### src/rtl/reg_file_if.sv
// reg_file_if: S-bus write/read and ALU read signals of the register file
interface reg_file_if #(
   parameter int DATA_WIDTH = 32,
   parameter int ADDR_WIDTH = 5
);
   logic [DATA_WIDTH-1:0] sbus_in;
   logic [ADDR_WIDTH-1:0] write_select;
   logic [ADDR_WIDTH-1:0] sbus_select;
   logic [ADDR_WIDTH-1:0] alu_select;
   logic [DATA_WIDTH-1:0] sbus_out;
   logic [DATA_WIDTH-1:0] alu_out;
   modport master (
      output sbus_in, write_select, sbus_select, alu_select,
      input  sbus_out, alu_out
   );
   modport slave (
      input  sbus_in, write_select, sbus_select, alu_select,
      output sbus_out, alu_out
   );
endinterface

### src/rtl/reg_file.sv
// reg_file: 32x32 register file, one S-bus write port, S-bus and ALU async read ports, r0 reads zero
module reg_file #(
   parameter int DATA_WIDTH = 32,
   parameter int ADDR_WIDTH = 5
) (
   input logic          clk,
   input logic          rst_n,
   reg_file_if.slave    bus
);
   localparam int N = 2 ** ADDR_WIDTH;
   // r0 has no storage; index 0 never reaches the array
   logic [DATA_WIDTH-1:0] regs [1:N-1];
   always_ff @(posedge clk) begin
      if (!rst_n) begin
         for (int i = 1; i < N; i++) regs[i] <= '0;
      end else if (bus.write_select != '0) begin
         regs[bus.write_select] <= bus.sbus_in;
      end
   end
   always_comb begin
      bus.sbus_out = (bus.sbus_select == '0) ? '0 : regs[bus.sbus_select];
      bus.alu_out  = (bus.alu_select  == '0) ? '0 : regs[bus.alu_select];
   end
endmodule

### src/flat_wrapper.sv
// flat-port wrapper written by rule: the top's interface ports become plain ports
module reg_file_flat 
#(
   parameter int DATA_WIDTH = 32,
   parameter int ADDR_WIDTH = 5
)
  (clk, rst_n, bus_sbus_in, bus_write_select, bus_sbus_select, bus_alu_select, bus_sbus_out, bus_alu_out);
  reg_file_if #(.DATA_WIDTH(DATA_WIDTH), .ADDR_WIDTH(ADDR_WIDTH)) bus_i ();
  input logic clk;
  input logic rst_n;
  input wire logic [$bits(bus_i.sbus_in)-1:0] bus_sbus_in;
  input wire logic [$bits(bus_i.write_select)-1:0] bus_write_select;
  input wire logic [$bits(bus_i.sbus_select)-1:0] bus_sbus_select;
  input wire logic [$bits(bus_i.alu_select)-1:0] bus_alu_select;
  output wire logic [$bits(bus_i.sbus_out)-1:0] bus_sbus_out;
  output wire logic [$bits(bus_i.alu_out)-1:0] bus_alu_out;
  assign bus_i.sbus_in = bus_sbus_in;
  assign bus_i.write_select = bus_write_select;
  assign bus_i.sbus_select = bus_sbus_select;
  assign bus_i.alu_select = bus_alu_select;
  assign bus_sbus_out = bus_i.sbus_out;
  assign bus_alu_out = bus_i.alu_out;
  reg_file #(.DATA_WIDTH(DATA_WIDTH), .ADDR_WIDTH(ADDR_WIDTH)) u_core (.clk(clk), .rst_n(rst_n), .bus(bus_i));
endmodule
### config.mk
export PLATFORM = sky130hd
export DESIGN_NAME = reg_file_flat
export DESIGN_NICKNAME = d
export VERILOG_FILES = /design/src/rtl/reg_file_if.sv /design/src/rtl/reg_file.sv /design/src/flat_wrapper.sv
export SDC_FILE = /design/constraint.sdc
export NUM_CORES = 2
export LEC_CHECK = 0
export ABC_CLOCK_PERIOD_IN_PS = 6500
export CAP_MARGIN = 0
export CORE_AREA = 3 3 217 431
export CTS_CLUSTER_SIZE = 40
export DETAILED_ROUTE_END_ITERATION = 12
export DIE_AREA = 0 0 220 434
export MAX_ROUTING_LAYER = met4
export PLACE_DENSITY = 0.77
export SYNTH_ARGS = -nofsm -noshare
export SYNTH_HDL_FRONTEND = slang
export SYNTH_SLANG_ARGS = --single-unit
### constraint.sdc
create_clock -name clk -period 6.5 [get_ports clk]
set_input_delay 0.975 -clock clk [delete_from_list [all_inputs] [get_ports clk]]
set_output_delay 0.975 -clock clk [all_outputs]
set_load 0.005 [all_outputs]
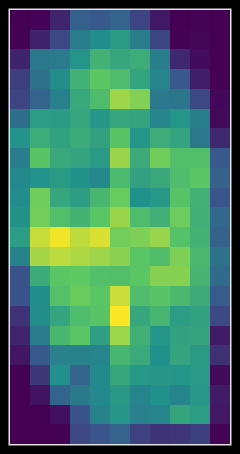
(wiring heat map)
(1 px per um) The die is cut into 11 by 22 equal tiles; dark purple is low, yellow is high, scaled to the fullest tile. Values are wire area over tile area, all layers added.
- fullest tile: 0.80
- nearly empty tiles: 7.9%
- emptiest ninth of the die: upper right
- mean over tiles: 0.38

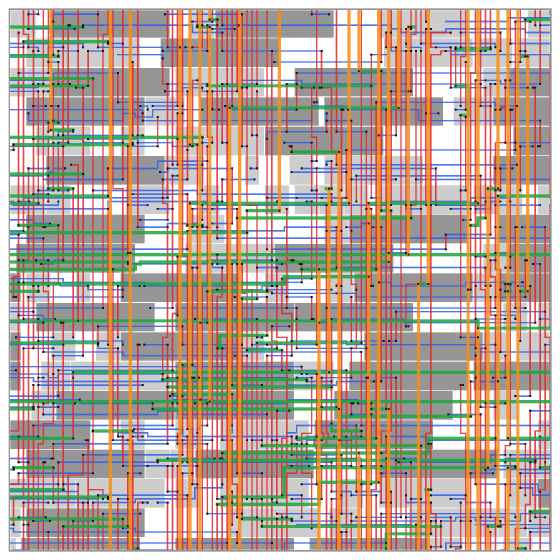
(layout detail)
Region (85, 279) to (135, 329) um. Cells in gray, sequential cells in the stronger gray; small squares are vias.
- metal 2: red
- metal 3: green
- metal 1: blue
- metal 4: orange
- netlist names of flops here include: `u_core.regs` (33)
- sequential cells in the window: 33
- cells with their middle in the window: 102
- most frequent: and2_1 (34), edfxtp_1 (33), mux4_2 (13)

==> results.toml <==
# flow metrics
[die]
row_count = 156
die_h_um = 434
core_um2 = 90600

[power_and_ir_drop]
p_comb_mw = 2.06
powerSeq_mw = 7.88
power_density_nw_per_um2 = 256
p_comb_share_pct = 13.5

[global_route]
overflow = 0
grtUsageMet2_pct = 63.9
grt-busiest-layer = "met2"
grt_max_degree = 79

[clocking]
clkSinkCount = 1024
htreeDepth = 3

[routing]
met1_length_um = 56000
top_layer = "met4"
wl_per_cell_um = 40.5
wl_met3_um = 25500
wl_um = 196000
drt_iter0_markers = 6642

[finish]
nMultiInputCombCells = 2173
buffer_area_share_pct = 3.77
sh_seq_area_pct = 51.4
buffers = 241

[timing]
report.final.setup_viol = 0
setup_ws_ps = 637
min_period_ps = 5860

[setup_path]
max_stage_delay_ps = 1140
cp-startpoint = "bus_sbus_select[3]"
cpLargestDelayFamily = "buffers and inverters"

[synthesis]
most_common_cell = "edfxtp_1"
syn_avg_cell_area_um2 = 15.1
synthTopCellsByCount = "1024 x edfxtp_1, 993 x and2_1, 423 x mux4_2"
top_logic_kind = "multiplexers"
syn_area_um2 = 54100

[outcome]
status = "finished clean"

[worst_hold_path]
min_path_cells = 2
